[config.mk]
export PLATFORM = sky130hd
export DESIGN_NAME = rr_sel_arbiter4
export DESIGN_NICKNAME = d
export VERILOG_FILES = /design/src/rtl/rr_sel_arbiter4.sv
export SDC_FILE = /design/constraint.sdc
export NUM_CORES = 1
export LEC_CHECK = 0
export CAP_MARGIN = 15
export CORE_AREA = 4 4 62 64
export CTS_CLUSTER_DIAMETER = 50
export CTS_CLUSTER_SIZE = 40
export DETAILED_ROUTE_END_ITERATION = 10
export DIE_AREA = 0 0 66 68
export PLACE_DENSITY = 0.77
export SYNTH_ARGS = -nofsm -noshare
export SYNTH_HDL_FRONTEND = slang
export SYNTH_SLANG_ARGS = --single-unit
export TNS_END_PERCENT = 5
[constraint.sdc]
create_clock -name clk -period 2 [get_ports clk]
set_clock_uncertainty 0.15 [all_clocks]
set_input_delay 0.3 -clock clk [delete_from_list [all_inputs] [get_ports clk]]
set_output_delay 0.3 -clock clk [all_outputs]
set_load 0.02 [all_outputs]
[src/rtl/rr_sel_arbiter4.sv]
// Round-robin 4:1 packet arbiter: drives the downstream mux select and forwards
// the granted source's beats through one valid/ready output register.
module rr_sel_arbiter4 #(
    parameter int WIDTH     = 8,
    parameter int MAX_BEATS = 16
) (
    input  logic               clk,
    input  logic               rst_n,
    input  logic [3:0]         req_valid,
    input  logic [4*WIDTH-1:0] req_data,
    input  logic [3:0]         req_last,
    output logic [3:0]         req_ready,
    output logic [1:0]         sel,
    output logic               sel_valid,
    output logic               out_valid,
    output logic [WIDTH-1:0]   out_data,
    output logic               out_last,
    input  logic               out_ready,
    output logic               trunc_err
);
    localparam int CNT_W = (MAX_BEATS == 0) ? 1 : $clog2(MAX_BEATS + 1);
    localparam logic [CNT_W-1:0] LAST_CNT = (MAX_BEATS == 0) ? '0 : CNT_W'(MAX_BEATS - 1);

    typedef enum logic {IDLE = 1'b0, GRANT = 1'b1} state_t;

    state_t           state_q, state_d;
    logic [1:0]       ptr_q, ptr_d;
    logic [1:0]       sel_q, sel_d;
    logic [CNT_W-1:0] cnt_q, cnt_d;
    logic             ov_q, ov_d;
    logic [WIDTH-1:0] od_q, od_d;
    logic             ol_q, ol_d;
    logic             te_q, te_d;

    logic [WIDTH-1:0] src_data [4];
    logic [1:0]       winner;
    logic [1:0]       idx;
    logic             found;
    logic             granted;
    logic             can_take;
    logic             accept;
    logic             beat_last;
    logic             cut;

    for (genvar i = 0; i < 4; i++) begin : g_src
        assign src_data[i] = req_data[i*WIDTH +: WIDTH];
    end

    // First valid source at or after the pointer, wrapping modulo 4.
    always_comb begin
        winner = ptr_q;
        found  = 1'b0;
        idx    = '0;
        for (int k = 0; k < 4; k++) begin
            idx = ptr_q + 2'(k);
            if (!found && req_valid[idx]) begin
                winner = idx;
                found  = 1'b1;
            end
        end
    end

    assign granted   = (state_q == GRANT);
    assign can_take  = !ov_q || out_ready;
    assign accept    = granted && req_valid[sel_q] && can_take;
    assign beat_last = req_last[sel_q];
    assign cut       = (MAX_BEATS != 0) && (cnt_q == LAST_CNT) && !beat_last;

    always_ff @(posedge clk or negedge rst_n) begin
        if (!rst_n) begin
            state_q <= IDLE;
            ptr_q   <= '0;
            sel_q   <= '0;
            cnt_q   <= '0;
            ov_q    <= 1'b0;
            od_q    <= '0;
            ol_q    <= 1'b0;
            te_q    <= 1'b0;
        end else begin
            state_q <= state_d;
            ptr_q   <= ptr_d;
            sel_q   <= sel_d;
            cnt_q   <= cnt_d;
            ov_q    <= ov_d;
            od_q    <= od_d;
            ol_q    <= ol_d;
            te_q    <= te_d;
        end
    end

    always_comb begin
        state_d = state_q;
        ptr_d   = ptr_q;
        sel_d   = sel_q;
        cnt_d   = cnt_q;
        ov_d    = ov_q;
        od_d    = od_q;
        ol_d    = ol_q;
        te_d    = 1'b0;
        if (ov_q && out_ready) begin
            ov_d = 1'b0;
        end
        case (state_q)
            IDLE: begin
                if (found) begin
                    sel_d   = winner;
                    cnt_d   = '0;
                    state_d = GRANT;
                end
            end
            GRANT: begin
                if (accept) begin
                    ov_d  = 1'b1;
                    od_d  = src_data[sel_q];
                    ol_d  = beat_last || cut;
                    cnt_d = cnt_q + CNT_W'(1);
                    // A truncated packet ends here; its leftover beats compete afresh.
                    if (beat_last || cut) begin
                        te_d    = cut;
                        ptr_d   = sel_q + 2'd1;
                        state_d = IDLE;
                    end
                end
            end
            default: state_d = IDLE;
        endcase
    end

    always_comb begin
        req_ready = '0;
        if (granted && can_take) begin
            req_ready[sel_q] = 1'b1;
        end
    end

    assign sel       = sel_q;
    assign sel_valid = granted;
    assign out_valid = ov_q;
    assign out_data  = od_q;
    assign out_last  = ol_q;
    assign trunc_err = te_q;

endmodule
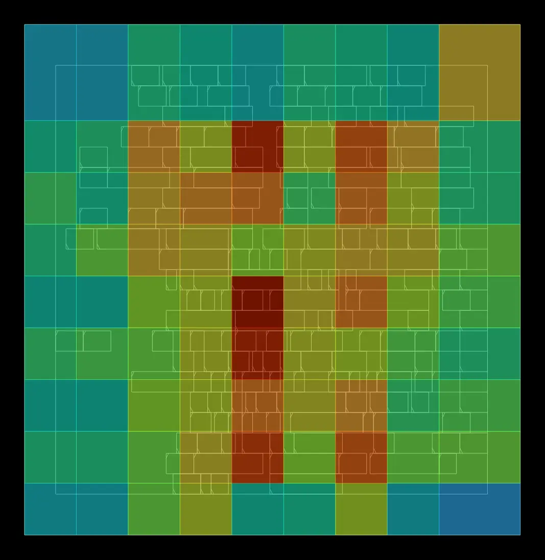
Fig. 1. Track usage over the die.
met1 GRT Util: 17.0%
global-route met3 utilization: 1.81%
all-layer global routing usage: 15.5%
Wirelength per Cell: 15.0 um
share of the core filled with cells in the final layout: 63.2%

==> writeup.txt <==
The total of flip-flops plus latches after synthesis came out at 21. The height of the die works out to 68 um. Across all checked pins, the minimum headroom to the slew limit is 72.0%. STA lists the maximum fanout along the critical path as 6. The leading area contributor after synthesis is sky130_fd_sc_hd__dfrtp_1. The tally of non-filler cells in the final layout came out at 226. According to the report, the first pass of detailed routing completed in 5 iterations. Counting every net in the synthesized netlist gives 153. Per the TritonCTS log, the buffer count is 3.

On the reported timing paths, the clock transition at the registers reads 0.11 ns. The via count of the first global-routing pass came out at 1179. In this run the static leakage power is 0.907 nW. The placed instance area is 2020 um^2, and the async set-or-reset flop fraction in the synthesized netlist is 100%. In the synthesized netlist the dominant register cell turns out to be sky130_fd_sc_hd__dfrtp_1. In this run the most used layer during global routing was met2.

Per the detail_route report, vias per standard cell equal 5.06. Counting cells, the worst reg-to-reg path comes to 5. Among all stages on the critical path, the largest delay is contributed by sky130_fd_sc_hd__clkdlybuf4s50_1. The half-perimeter wire length after placement came out at 2860 um. After layout, the minimum clock period comes to 1.94 ns.

Per the skew report, the later register of the worst-skew pair sees a clock latency of 0.30 ns. The final antenna diode count is 0. The run finished with clean final reports. The logs give 1290 um^2 for the combined area of all synthesized cells and 0.172 ns for the tightest hold margin. The fraction of layout instances using a drive strength above 1 came out at 23.9%. On the worst path, the slowest cell contributes a delay of 0.60 ns.

The final timing report counts setup violations totalling 0. With the count of pins on the block boundary at 61, the largest net degree at the start of global routing is 22. The sequential cell area was 528 um^2. Total power draw: 2.81 mW.

The tools report the wire length on met3 as 172 um. The highest clock rate this design can be run at is 515 MHz. Input and output buffers added on the ports amount to 60. Across all setup checks in the final design, the least slack found is 0.0592 ns. The layout report lists the multi-input gate area as 703 um^2.

The logs give 0.11 ns for the flop-to-flop setup slack and 4490 um^2 for the total die area. By area the synthesized netlist is led by sky130_fd_sc_hd__dfrtp_1 (41%), sky130_fd_sc_hd__mux4_2 (16%), sky130_fd_sc_hd__mux2_4 (8.1%). The initial antenna violation count came out at 0. In the floorplan report the effective utilization is 39.3%. The tools report the library cell used as clock root buffer as sky130_fd_sc_hd__clkbuf_4. With the number of standard cells reported by yosys at 104, the maximum buffer depth of the clock tree is 2. In the routed design, unresolved DRC markers number 0. In this run the critical register-to-register path is launched from sel[0]. The maximum level of the CTS H-tree came out at 1. Of the available clock period, the critical path in the final layout requires 97.0%.

The critical path capture point type is a primary output. Critical path startpoint category: a flip-flop. For the instance count of the mapped netlist, the log shows 104. For the iteration-0 DRC count of the detailed router, the log shows 44.

Cell area after layout: 2080 um^2. Per the detail_route log, met2 wirelength is 1910 um. The highest layer used for signal routing was met4. Total power normalized to cell area comes to 1360 nW/um^2.

The launch point of the critical path was reported as sel[0]. The transition time recorded at the tightest slew-check pin is 0.416 ns. Hold-check failures listed in the final report amount to 0. The number of warnings in the stage logs is 29, and the Yosys warning count is 0. TritonCTS reports the number of clock sinks as 21. The first global-routing pass estimated 5290 um of wire. Counting pins that exceed their max-slew limit in the final report gives 0. For the total of hold buffers inserted after clock tree synthesis, the log shows 0.

Sorting the synthesized cells by how often they occur yields sky130_fd_sc_hd__dfrtp_1 (21), sky130_fd_sc_hd__inv_1 (9), sky130_fd_sc_hd__mux4_2 (9). The sum of negative setup slack is 0 ns, and the fraction of the yosys area taken by sequential cells is 40.7%. The critical path buffer and inverter count was 2. After global routing the overflow that remains totals 0. Setup repair after global routing left no endpoint under its margin. For met2 alone, demand over resource in global routing was 29.5%. The run gives 0 as the reported max-cap violation count. Including well taps, the total number of placed cells is 218.

The number of nets in the finished design came out at 230. After floorplanning, the core was sized to cover 3280 um^2. The wire length the detailed router placed on met1 was 1230 um.

The cell family contributing the most delay on the critical path is buffers and inverters. The required time at the worst endpoint is listed as 1.55 ns. The number of different library cells in the post-synthesis netlist is 32. For the number of gates given a new drive strength after cts, the log shows 6.

Between the synthesized netlist and the finished layout, the area growth was recorded as 60.8%. Once the clock tree was built, the setup fixing pass inserted 0 buffers. TritonCTS built the clock tree.

The depth of the critical timing path with buffers and inverters included came out at 2. The floorplan has 21 rows.
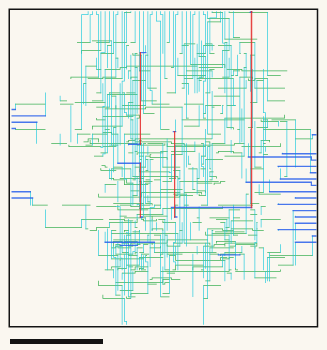
Fig. 2. Metal layers overlaid.
Bar = 20 um.
metal 2 -> cyan  # wire length 1910 um
metal 4 -> red  # wire length 91.8 um
metal 1 -> green  # wire length 1230 um
metal 3 -> blue  # wire length 172 um
wire length after detailed routing: 3400 um
number of vias in the routed layout: 1143

placed cells by master (no fill, tap or decap), types with 2 or more instances in the layout:
cell type                         instances
sky130_fd_sc_hd__nor2_1                   3
sky130_fd_sc_hd__nor3_1                   2
sky130_fd_sc_hd__clkdlybuf4s50_1         56
sky130_fd_sc_hd__clkdlybuf4s15_1          3
sky130_fd_sc_hd__dfrtp_2                  2
sky130_fd_sc_hd__inv_1                    9
sky130_fd_sc_hd__buf_4                   17
sky130_fd_sc_hd__dfrtp_1                 19
sky130_fd_sc_hd__and3_1                   5
sky130_fd_sc_hd__clkbuf_4                 3
sky130_fd_sc_hd__mux4_2                   9
sky130_fd_sc_hd__nor2b_1                  2
sky130_fd_sc_hd__nand2_1                  4
sky130_fd_sc_hd__mux2_4                   7
sky130_fd_sc_hd__ha_1                     6
sky130_fd_sc_hd__o21ai_0                  5
sky130_fd_sc_hd__nand3_1                  4
sky130_fd_sc_hd__o211ai_1                 2
sky130_fd_sc_hd__a21oi_1                  4
sky130_fd_sc_hd__o31ai_1                  3
area by class of cell:
cell class / instances / area share, %
sequential: 21 / 25.4
timing repair buffer: 77 / 35.0
clock buffer: 4 / 1.27
inverter: 9 / 1.63
tap: 46 / 2.77
multi-input combinational: 69 / 33.9
cells by family after synthesis:
group / share of synthesized area, %
and+or+nand+nor: 11.9
muxes: 28.4
AOI/OAI and AO/OA: 8.33
buffers and inverters: 4.84
adders and majority gates: 5.81
DFF: 40.7
where the power goes:
group / switching, mW / total [mW] / internal, mW
sequential: 0.168 / 0.790 / 0.622
combinational: 0.809 / 1.82 / 1.01
clock: 0.126 / 0.204 / 0.0777
state kept, by name, summed over array words and instances (netlist names):
signal / flops
out_data: 8
cnt_q: 5
ptr_q: 2
sel: 2
out_last: 1
out_valid: 1
sel_valid: 1
trunc_err: 1
Power and IR drop assume default switching activity.
